==> config.mk <==
export PLATFORM = sky130hd
export DESIGN_NAME = servo_pwm_gen
export DESIGN_NICKNAME = d
export VERILOG_FILES = /design/src/rtl/servo_pwm_gen.sv
export SDC_FILE = /design/constraint.sdc
export NUM_CORES = 1
export LEC_CHECK = 0
export CAP_MARGIN = 20
export CORE_AREA = 2 2 86 88
export CTS_BUF_LIST = sky130_fd_sc_hd__clkbuf_4 sky130_fd_sc_hd__clkbuf_8
export DETAILED_ROUTE_END_ITERATION = 6
export DIE_AREA = 0 0 88 90
export PLACE_DENSITY_LB_ADDON = 0.3
export SYNTH_ARGS = -nofsm -noshare
export SYNTH_HDL_FRONTEND = slang
export SYNTH_SLANG_ARGS = --single-unit
==> constraint.sdc <==
create_clock -name mclk -period 1.92 [get_ports mclk]
set_clock_uncertainty 0.15 [all_clocks]
set_input_delay 0.192 -clock mclk [delete_from_list [all_inputs] [get_ports mclk]]
set_output_delay 0.192 -clock mclk [all_outputs]
set_load 0.02 [all_outputs]
==> src/rtl/servo_pwm_gen.sv <==
// Servo PWM generator. It owns the frame counter, takes clamped width requests over valid/ready
// and applies them only at frame boundaries. Define SERVO_PWM_SLEW_LIMIT_EN to add per-frame slew limiting.
module servo_pwm_gen #(
    parameter int FRAME_TICKS = 20000,
    parameter int CNT_W       = 15,
    parameter int MIN_WIDTH   = 500,
    parameter int MAX_WIDTH   = 2500,
    parameter int RESET_WIDTH = 1500,
    parameter int SLEW_STEP   = 20
) (
    input  logic             mclk,
    input  logic             rst,
    input  logic [11:0]      width_in,
    input  logic             width_valid,
    output logic             width_ready,
    input  logic             enable,
    output logic             pwm_out,
    output logic             frame_start,
    output logic [CNT_W-1:0] frame_cnt,
    output logic [11:0]      width_cur,
    output logic             clamped,
    output logic             busy
);

    typedef enum logic [1:0] {ST_IDLE, ST_RUN, ST_DRAIN} state_t;

`ifdef SERVO_PWM_SLEW_LIMIT_EN
    localparam bit SLEW_EN = 1'b1;
`else
    localparam bit SLEW_EN = 1'b0;
`endif

    // Without slew limiting, a step larger than any 12-bit distance makes the limiter transparent.
    localparam int               EFF_STEP = SLEW_EN ? SLEW_STEP : 4096;
    localparam logic [12:0]      STEP     = 13'(EFF_STEP);
    localparam logic [CNT_W-1:0] LAST_CNT = CNT_W'(FRAME_TICKS - 1);
    localparam logic [11:0]      MIN_W    = 12'(MIN_WIDTH);
    localparam logic [11:0]      MAX_W    = 12'(MAX_WIDTH);
    localparam logic [11:0]      RST_W    = 12'(RESET_WIDTH);

    state_t           r_state;
    state_t           w_state_next;
    logic [CNT_W-1:0] r_frame_cnt;
    logic [11:0]      r_width_cur;
    logic [11:0]      r_target;
    logic [11:0]      r_hold;
    logic             r_pending;
    logic             r_clamped;

    logic             w_boundary;
    logic             w_accept;
    logic             w_out_of_range;
    logic [11:0]      w_clamped_in;
    logic [11:0]      w_tgt_eff;
    logic [11:0]      w_step;
    logic [12:0]      w_cur_ext;
    logic [12:0]      w_tgt_ext;
    logic [12:0]      w_up;
    logic [12:0]      w_down;

    assign w_boundary     = (r_frame_cnt == LAST_CNT);
    assign w_accept       = width_valid && !r_pending;
    assign w_out_of_range = (width_in < MIN_W) || (width_in > MAX_W);
    assign w_clamped_in   = (width_in < MIN_W) ? MIN_W :
                            (width_in > MAX_W) ? MAX_W : width_in;
    assign w_tgt_eff      = r_pending ? r_hold : r_target;

    assign w_cur_ext = {1'b0, r_width_cur};
    assign w_tgt_ext = {1'b0, w_tgt_eff};
    assign w_up      = w_cur_ext + STEP;
    assign w_down    = (w_cur_ext > STEP) ? (w_cur_ext - STEP) : 13'd0;

    always_comb begin
        w_step = w_tgt_eff;
        if (w_tgt_ext > w_cur_ext) begin
            if (w_up < w_tgt_ext) w_step = w_up[11:0];
        end else if (w_down > w_tgt_ext) begin
            w_step = w_down[11:0];
        end
    end

    always_ff @(posedge mclk) begin
        if (rst)             r_frame_cnt <= '0;
        else if (w_boundary) r_frame_cnt <= '0;
        else                 r_frame_cnt <= r_frame_cnt + CNT_W'(1);
    end

    // An accept on the boundary cycle lands in hold and is not seen until the next boundary.
    always_ff @(posedge mclk) begin
        if (rst) begin
            r_width_cur <= RST_W;
            r_target    <= RST_W;
            r_hold      <= '0;
            r_pending   <= 1'b0;
            r_clamped   <= 1'b0;
        end else begin
            if (w_boundary) begin
                r_target    <= w_tgt_eff;
                r_width_cur <= w_step;
            end
            if (w_accept) begin
                r_hold    <= w_clamped_in;
                r_clamped <= w_out_of_range;
            end
            if (w_accept)        r_pending <= 1'b1;
            else if (w_boundary) r_pending <= 1'b0;
        end
    end

    always_ff @(posedge mclk) begin
        if (rst) r_state <= ST_IDLE;
        else     r_state <= w_state_next;
    end

    always_comb begin
        w_state_next = r_state;
        case (r_state)
            ST_IDLE:  if (w_boundary && enable) w_state_next = ST_RUN;
            ST_RUN:   if (!enable) w_state_next = ST_DRAIN;
            ST_DRAIN: if (w_boundary) w_state_next = enable ? ST_RUN : ST_IDLE;
            default:  w_state_next = ST_IDLE;
        endcase
    end

    assign pwm_out     = (r_state != ST_IDLE) && (r_frame_cnt < CNT_W'(r_width_cur));
    assign frame_start = (r_frame_cnt == '0);
    assign frame_cnt   = r_frame_cnt;
    assign width_cur   = r_width_cur;
    assign width_ready = ~r_pending;
    assign clamped     = r_clamped;
    assign busy        = (r_state != ST_IDLE);

endmodule

==> GITHUB_STEP_SUMMARY, run 1 <==
### Flow metrics

| Metric | Value |
|---|---|
| Failing checks | setup timing |
| Synthesized instance count | 294 |
| Post-Place Worst Slack | -0.4492 ns |
| Diodes inserted | 0 |
| # DRC | 0 |
| Number of routed nets with antenna violations | 0 |
| Total track usage | 0.1646 |
| PD cells | 552.1 nW/um2 |
| Int Pwr | 0.001587 W |
| R2R setup slack | 0.08 ns |
| Antenna violations before repair | 0 |
| Crit Path Category | reg -> out |
| Tmin final | 2.084 ns |
| Critical path's top delay family | AND-OR/OR-AND gates |
| Highest metal used | met4 |
| Unique cell types | 45 |
| Max_cap viols | 0 |
| Hold Path Class | reg -> reg |
| Setup Viol. Count Final | 1 |
| Setup Fix Bufs, Post-CTS | 3 |
| NetSw | 0.0005413 W |
| Clk pwr share | 0.312 |
| Vias in the first global route | 2251 |
| Busiest grt layer | met2 |
| Relative slew slack | 0.7134 |
| Tool warnings | 29 |
| Row cnt | 31 |
| Final Wtd Congestion | 0.8410 |
| Global-route wire length before repair | 10.42 mm |
| Peak VDD IR | 0.4298 mV |
| Worst setup endpoint | pwm_out |
| Share of layout cells above drive strength 1 | 0.2782 |
| CP Capture Type | primary output |
| Remaining global-route overflow | 0 |
| Final HPWL DP | 4.649 mm |
| WP depth | 7 |
| Worst-margin pin slew | 0.4267 ns |
| Max Root-Sink Buffers | 2 |
| Drt initial violations | 63 |
| Commonest Layout Cell | dfxtp_1 |
| M1 WL | 2.951 mm |
| Register share of total power | 0.555 |
| Avg WL per Cell | 13.62 um |
| Top-area cell share | 0.4042 |
| Port Buffers | 47 |
| Largest net degree at the start of global routing | 32 |
| Crit path max-delay cell type | dfxtp_2 |
| Die H | 90 um |
| Ys cells | 294 |
| Hold Crit Start | r_target[11]$_SDFFE_PP0P_ |
| Synthesis-to-layout area growth | 41.53% |
| Final nets | 409 |
| 1st-pass router iterations | 4 |
| P_comb | 0.000283 W |
| WHS Path Cells | 1 |
| EDFF count, synth | 0 |
| Ys flops | 55 |
| Static Leakage | 1.550 nW |
| Worst-Skew Late Latency | 0.31 ns |
| Final wirelength | 6.539 mm |
| Max Clk Rate | 479.9 MHz |
| Sw Ratio | 0.2543 |
| Slew Viols, Final | 0 |
| Final hold vios | 0 |
| Commonest cells in the netlist | dfxtp_1 (55), nor2_1 (40), nand2b_1 (26) |
| M2 GR Usage | 0.2866 |
| Seq/Total Area, Yosys | 0.4042 |
| Die area | 7920 um2 |
| Final period util | 1.085 |
| Via count | 2318 |
| Clk power | 0.000664 W |
| Worst path bufs/invs | 2 |
| Syn nets | 323 |
| Cts bufs inserted | 5 |
| Main area contributors | dfxtp_1 (40%), ha_1 (6.0%), nand2b_1 (6.0%), nor2_1 (5.5%), o21a_1 (3.0%) |
| Reg-to-Reg End | r_target[6]$_SDFFE_PP1P_ |
| Synth Cell Area | 2724 um2 |
| Root Driver | clkbuf_8 |
| # clock sinks | 55 |
| Worst reg2reg path depth | 8 |
| Post-CTS sizing | 26 |
| WP data arrival | 1.74 ns |
| Avg Cell Area, Syn | 9.265 um2 |
| Vias/cell | 4.829 |
| CP Cell Sequence | inv_2 > ha_4 > nand4_1 > o311a_1 > o21ai_2 > a21oi_2 > buf_4 |
| Post-synth area from yosys stat | 2724 um2 |
| Detail Route met3 WL | 235 um |
| Ys async rst share | 0 |
| Top cells excl fill/tap | dfxtp_1 (47), clkdlybuf4s50_1 (43), nor2_1 (40), buf_4 (36), nand2b_1 (26) |
| Crit path max fanout | 2 |
| Level count of the clock H-tree | 2 |
| Main synth FF type | dfxtp_1 |
| RSZ-0062 raised after global routing | yes |
| Max incr delay on CP | 0.35 ns |
| Hold path endpoint | r_target[11]$_SDFFE_PP0P_ |
| GR Util met1 | 0.2057 |
| Outcome | finished with violations |
| I/O Pins | 48 |
| Setup ws final | -0.1638 ns |
| Tot Pwr | 0.002128 W |
| Die W | 88 um |
| Yosys top cell by instances | dfxtp_1 |
| CP required | 1.58 ns |
| Hold-fix buffers, CTS | 0 |
| Logic gate share of total power | 0.133 |
| Max reg flops | 15 |
| Max power group | sequential cells |
| Reg2Reg Launch Point | frame_cnt[0]$_SDFF_PP0_ |
| Worst Setup Start Kind | flop |
| Yosys warns | 0 |
| Largest area contributor in the netlist | dfxtp_1 |
| Clock tree from TritonCTS | yes |
| CTS clk-pin slew, worst paths | 0.10 ns |
| Crit path from | width_cur[3]$_SDFFE_PP1P_ |
| Metal2 WL | 3.274 mm |
| Met3 Usage GRT | 0.03030 |
[run 1: cell families after synthesis]
kind of cell,share of synthesized area
xor+xnor,0.04180
compound gates,0.1511
flops,0.4042
fa+ha+maj,0.05972
simple gates,0.2274
mux,0.05467
buf+inv,0.06109
[run 1: stage by stage]
stage               setup TNS, ns  hold WS, ns  cell area, um2  instances
finish                    -0.1638       0.3204            3855        480
global route              -0.2627       0.3434            3855        480
CTS                       -0.1718       0.3261            3726        477
detailed placement        -0.5067       0.3019            3550        466
global placement          -0.5234       0.2973            3550        466
floorplan                       0       0.1892            2729        294
[run 1: area by class of cell]
type	instances	area, um2
timing repair buffer	92	867.1
multi-input combinational	208	1597
tap	99	123.9
fill	642	3166
inverter	18	67.56
clock buffer	6	76.32
clock inverter	2	12.51
sequential	55	1111
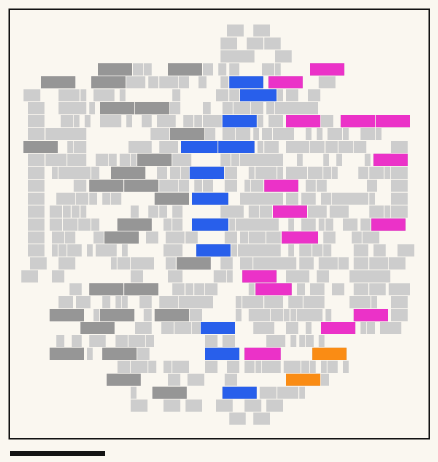
*Register map, names as in the netlist, run 1*
Scale bar: 20 um. Other sequential cells in the stronger grey, the rest of the logic in the fainter grey.
netlist name	colour	placed flops
`width_cur`	blue	12
`frame_cnt`	magenta	15
`r_state`	orange	2
not coloured	26
final core utilization: 0.5491
Register Area: 1111 um2
Seq/total area: 0.2882
Seq. pwr: 0.00118 W

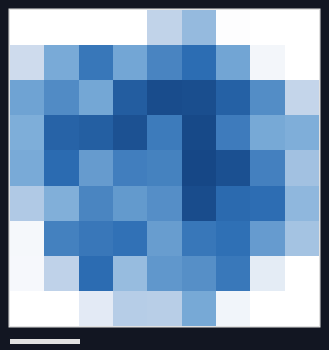
*Placement density heat map, run 1*
Scale bar: 20 um. The die is cut into 9 by 9 equal tiles; white is low, dark blue is high, 0 to 100% covered.
tiles over 75% full	20%
mean over tiles	47%
nearly empty tiles	16%
densest ninth of the die	centre
emptiest ninth of the die	upper right
fullest tile	91%
CORE AREA: 7020 um2
fp util: 0.3880

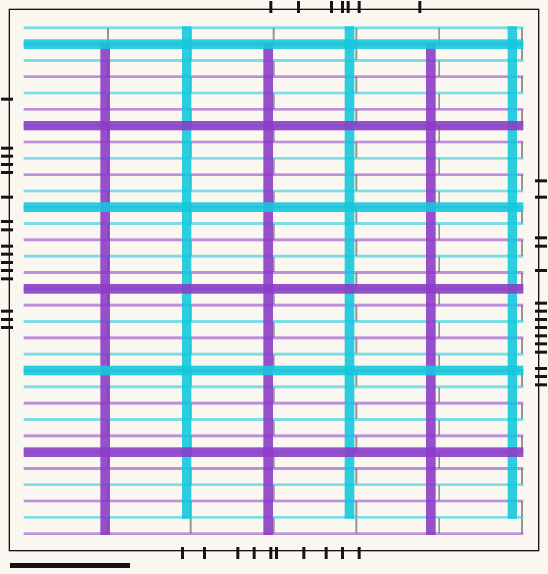
*Supply network, run 1*
Scale bar: 20 um. Pins as bars on the die edge. Tap cells in grey.
net	colour
VDD	cyan
VSS	purple
rows	31
met5 straps	6
tap cells	99
met4 straps	6

### Wires at chosen ports, followed through buffers, run 1

Scale bar: 20 um.
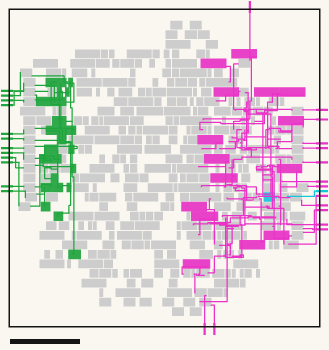

==> run 1 -> run 2 <==
Settings changed: RECOVER_POWER set to 100.
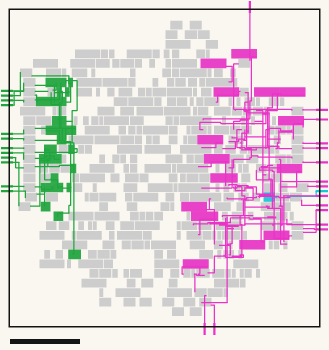
*Wires at chosen ports, followed through buffers, run 2*
Scale bar: 20 um.
port	colour	bits	direction	edge	end cells	wire
`width_in`	green	12	input	left	23	375 um
`frame_cnt`	magenta	15	output	12 right, 2 bottom, 1 top	15	918 um
`frame_start`	cyan	1	output	right	1	11.2 um
Port Buffers: 47
I/O Pins: 48

==> GITHUB_STEP_SUMMARY, run 2 <==
### Flow metrics

| Metric | Value |
|---|---|
| Outcome | finished with violations |
| Failing checks | setup timing |
| Final Wtd Congestion | 0.8410 |
| Remaining global-route overflow | 0 |
| WHS Path Cells | 1 |
| Yosys warns | 0 |
| Ao+oa area frac | 0.1511 |
| Largest area contributor in the netlist | dfxtp_1 |
| Worst path bufs/invs | 2 |
| Buffers, non-clock | 92 |
| Cts bufs inserted | 5 |
| PD cells | 555.0 nW/um2 |
| Level count of the clock H-tree | 2 |
| Max Clk Rate | 479.4 MHz |
| Ys flops | 55 |
| WP depth | 7 |
| Seq/total area | 0.2912 |
| Reg2Reg Launch Point | frame_cnt[0]$_SDFF_PP0_ |
| Main area contributors | dfxtp_1 (40%), ha_1 (6.0%), nand2b_1 (6.0%), nor2_1 (5.5%), o21a_1 (3.0%) |
| Yosys top cell by instances | dfxtp_1 |
| Tapcells | 99 |
| Synthesis-to-layout area growth | 39.92% |
| Worst-Skew Late Latency | 0.31 ns |
| Top-area cell share | 0.4042 |
| Comb. cell area | 1585 um2 |
| Met3 Usage GRT | 0.03030 |
| Logic share of the area | 0.4160 |
| Reg-to-Reg End | r_target[6]$_SDFFE_PP1P_ |
| Final-layout fill cell count | 651 |
| Clock tree from TritonCTS | yes |
| Unique cell types | 45 |
| CP Capture Type | primary output |
| Main synth FF type | dfxtp_1 |
| Final core utilization | 0.5429 |
| Commonest Layout Cell | dfxtp_1 |
| GR Util met1 | 0.2057 |
| RSZ-0062 raised after global routing | yes |
| Max incr delay on CP | 0.35 ns |
| Avg Cell Area, Syn | 9.265 um2 |
| Drt initial violations | 77 |
| Top cells excl fill/tap | dfxtp_1 (48), nor2_1 (40), buf_4 (29), nand2b_1 (26), clkdlybuf4s50_1 (24) |
| Crit path from | width_cur[3]$_SDFFE_PP1P_ |
| Logic Gate Count | 208 |
| Via count | 2321 |
| Final HPWL DP | 4.649 mm |
| M1 WL | 2.949 mm |
| Worst-margin pin slew | 0.5654 ns |
| WP data arrival | 1.74 ns |
| Syn nets | 323 |
| Crit path max-delay cell type | dfxtp_2 |
| Peak VDD IR | 0.4272 mV |
| Setup Viol. Count Final | 25 |
| Vias/cell | 4.835 |
| Final nets | 409 |
| Final wirelength | 6.489 mm |
| Mux contribution to synthesized area | 0.05466 |
| CORE AREA | 7020 um2 |
| Post-Synth Simple-Gate Area | 0.2274 |
| Max_cap viols | 0 |
| Antenna violations before repair | 0 |
| M2 GR Usage | 0.2866 |
| Hold Path Class | reg -> reg |
| Number of routed nets with antenna violations | 0 |
| Synthesized instance count | 294 |
| Slew Viols, Final | 0 |
| Synth logic family | simple AND/OR/NAND/NOR gates |
| Root Driver | clkbuf_8 |
| EDFF count, synth | 0 |
| Adder share | 0.05972 |
| Placed cell count | 466 |
| Largest net degree at the start of global routing | 32 |
| Critical path's top delay family | AND-OR/OR-AND gates |
| Static Leakage | 1.518 nW |
| Seq/Total Area, Yosys | 0.4042 |
| Clock buf/inv share | 0.02331 |
| Row cnt | 31 |
| Synth Cell Area | 2724 um2 |
| Global-route wire length before repair | 10.42 mm |
| Layout clock buffers | 6 |
| Final period util | 1.086 |
| Dominant kind of cell by area | combinational gates |
| 1st-pass router iterations | 4 |
| Detail Route met3 WL | 194 um |
| R2R setup slack | -0.06 ns |
| Final hold vios | 0 |
| Setup ws final | -0.1660 ns |
| Max Root-Sink Buffers | 2 |
| CTS clk-pin slew, worst paths | 0.10 ns |
| Avg WL per Cell | 13.52 um |
| NonClk Buf Share | 0.2193 |
| Flops | 55 |
| Post-synth area from yosys stat | 2724 um2 |
| Non-Filler Instances | 480 |
| CP required | 1.58 ns |
| Worst Setup Start Kind | flop |
| Tool warnings | 29 |
| Hold-fix buffers, CTS | 0 |
| Share of layout cells above drive strength 1 | 0.2625 |
| Crit path max fanout | 2 |
| CP Cell Sequence | inv_2 > ha_4 > nand4_1 > o311a_1 > o21ai_2 > a21oi_2 > buf_4 |
| Relative slew slack | 0.6231 |
| Placed cell areas | 3550 um2 |
| Highest metal used | met4 |
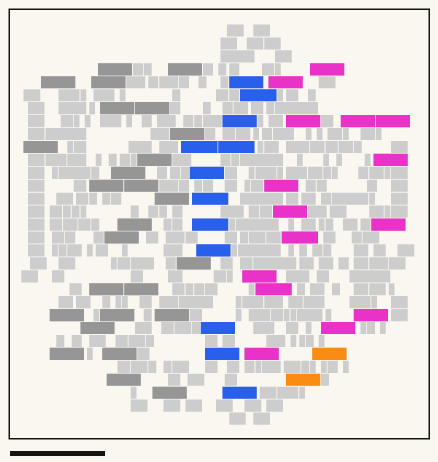
*Register map, names as in the netlist, run 2*
Scale bar: 20 um. Other sequential cells in the stronger grey, the rest of the logic in the fainter grey.
netlist name	colour	placed flops
`frame_cnt`	magenta	15
`width_cur`	blue	12
`r_state`	orange	2
not coloured	26

==> run 2: worst reg2reg max path: stages, from the launching register on <==
cell      delay, ns
dfxtp_1        0.36
buf_6          0.12
ha_1           0.16
and4_1         0.26
and4_2         0.44
buf_6          0.16
nand2b_1       0.07
o21ai_0        0.09
nand2b_1       0.07
==> run 2: power by group <==
group / total [W] / switching [W] / internal, W
Sequential: 0.00118 / 0.0000161 / 0.00117
Combinational: 0.000275 / 0.000130 / 0.000145
Clock: 0.000659 / 0.000388 / 0.000270
==> run 2: timing repair <==
item | in CTS | in global routing
gates resized | 26 | 25
pin swaps | 8 | 5
setup endpoints to repair | 2 | 18
setup buffers | 3 | 2
cloned | 0 | 1
hold endpoints to repair | 0 | 0
==> run 2 -> run 3 <==
Settings changed: CAP_MARGIN 20 to 15.
Clock period 1.92 ns to 2.1 ns, I/O delays scaled along.
==> GITHUB_STEP_SUMMARY, run 3 <==
### Flow metrics

| Metric | Value |
|---|---|
| Avg Cell Area, Syn | 9.265 um2 |
| Max Clk Rate | 480.8 MHz |
| Remaining global-route overflow | 0 |
| Die W | 88 um |
| Drt initial violations | 82 |
| Post-Place Worst Slack | -0.2946 ns |
| Hold Path Class | reg -> reg |
| Main area contributors | dfxtp_1 (40%), ha_1 (6.0%), nand2b_1 (6.0%), nor2_1 (5.5%), o21a_1 (3.0%) |
| I/O Pins | 48 |
| Setup Viol. Count Final | 0 |
| Yosys warns | 0 |
| Max power group | sequential cells |
| Worst-margin pin slew | 0.5717 ns |
| Clock tree from TritonCTS | yes |
| Static Leakage | 1.485 nW |
| Global-route wire length before repair | 10.71 mm |
| Adder share | 0.05972 |
| Logic gate share of total power | 0.122 |
| Final Wtd Congestion | 0.8553 |
| WP depth | 7 |
| Synth logic family | simple AND/OR/NAND/NOR gates |
| Crit path from | width_cur[6]$_SDFFE_PP1P_ |
| Avg WL per Cell | 13.21 um |
| Logic Gate Count | 207 |
| 1st-pass router iterations | 4 |
| Tmin final | 2.080 ns |
| WHS | 0.3225 ns |
| Mux contribution to synthesized area | 0.05466 |
| Max Root-Sink Buffers | 2 |
| Root Driver | clkbuf_8 |
| Max reg flops | 15 |
| Worst-Skew Late Latency | 0.30 ns |
| Hold Crit Start | r_target[5]$_SDFFE_PP0P_ |
| R2R setup slack | 0.14 ns |
| Reg-to-Reg End | width_cur[9]$_SDFFE_PP0P_ |
| Final wirelength | 6.211 mm |
| Die area | 7920 um2 |
| Worst Setup Start Kind | flop |
| Ys cells | 294 |
| WHS Path Cells | 1 |
| Final period util | 0.9904 |
| Outcome | completed |
| Setup TNS | 0 ns |
| # DRC | 0 |
| Seq/Total Area, Yosys | 0.4042 |
| Tot Pwr | 0.001919 W |
| Post-Synth Simple-Gate Area | 0.2274 |
| Final HPWL DP | 4.672 mm |
| NonClk Buf Share | 0.2021 |
| Post-Synth XOR/XNOR Area | 0.04180 |
| Unique cell types | 45 |
| PD cells | 517.3 nW/um2 |
| Ao+oa area frac | 0.1511 |
| Tool warnings | 29 |
| CP Capture Type | primary output |
| Dominant kind of cell by area | combinational gates |
| Synthesized instance count | 294 |
| Port Buffers | 47 |
| Yosys top cell by instances | dfxtp_1 |
| Total track usage | 0.1663 |
| CP Cell Sequence | inv_2 > ha_4 > nand4_1 > o311a_1 > o21ai_2 > a21oi_2 > buf_4 |
| Level count of the clock H-tree | 2 |
| Number of routed nets with antenna violations | 0 |
| Ys async rst share | 0 |
| CTS clk-pin slew, worst paths | 0.09 ns |
| Top-area cell share | 0.4042 |
| P_comb | 0.000233 W |
| # clock sinks | 55 |
| Buffers, non-clock | 84 |
| EDFF count, synth | 0 |
| Share of layout cells above drive strength 1 | 0.2507 |
| Slew Viols, Final | 0 |
| WP data arrival | 1.72 ns |
[run 3: routing by layer]
metal | track usage | part of all wire | up-vias
met4 | 0.04487 | 0.018 | 0
met3 | 0.03949 | 0.037 | 11
met2 | 0.2784 | 0.49 | 45
met5 | 0 | 0 | -
li1 | - | - | 1170
met1 | 0.2114 | 0.46 | 1080
[run 3: repair_timing]
| action | CTS | global route |
|---|---|---|
| endpoints found under the hold margin | 0 | 0 |
| buffers inserted | 0 | 3 |
| endpoints found under the setup margin | 2 | 2 |
| hold buffers | 0 | 0 |
| pin swaps | 7 | 5 |
| gates resized | 24 | 12 |
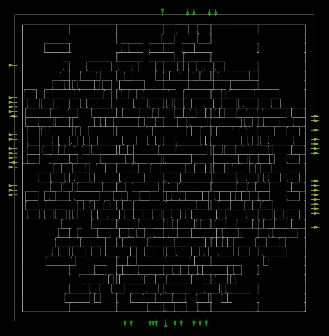
*Cell placement, run 3*
row cnt: 31
Tapcells: 99
final core utilization: 0.5282
Flops: 55

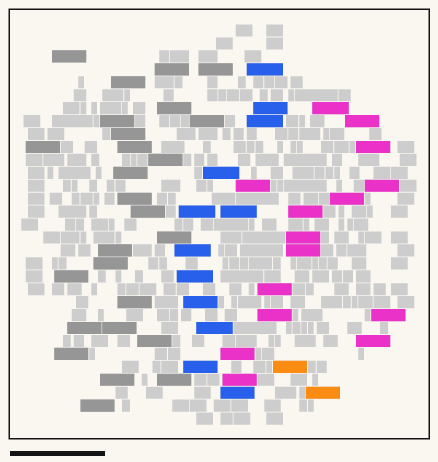
*Register map, names as in the netlist, run 3*
Scale bar: 20 um. Other sequential cells in the stronger grey, the rest of the logic in the fainter grey.
netlist name	colour	placed flops
`frame_cnt`	magenta	15
`width_cur`	blue	12
`r_state`	orange	2

No activity file was given, so power comes from the tool's default toggle rates.
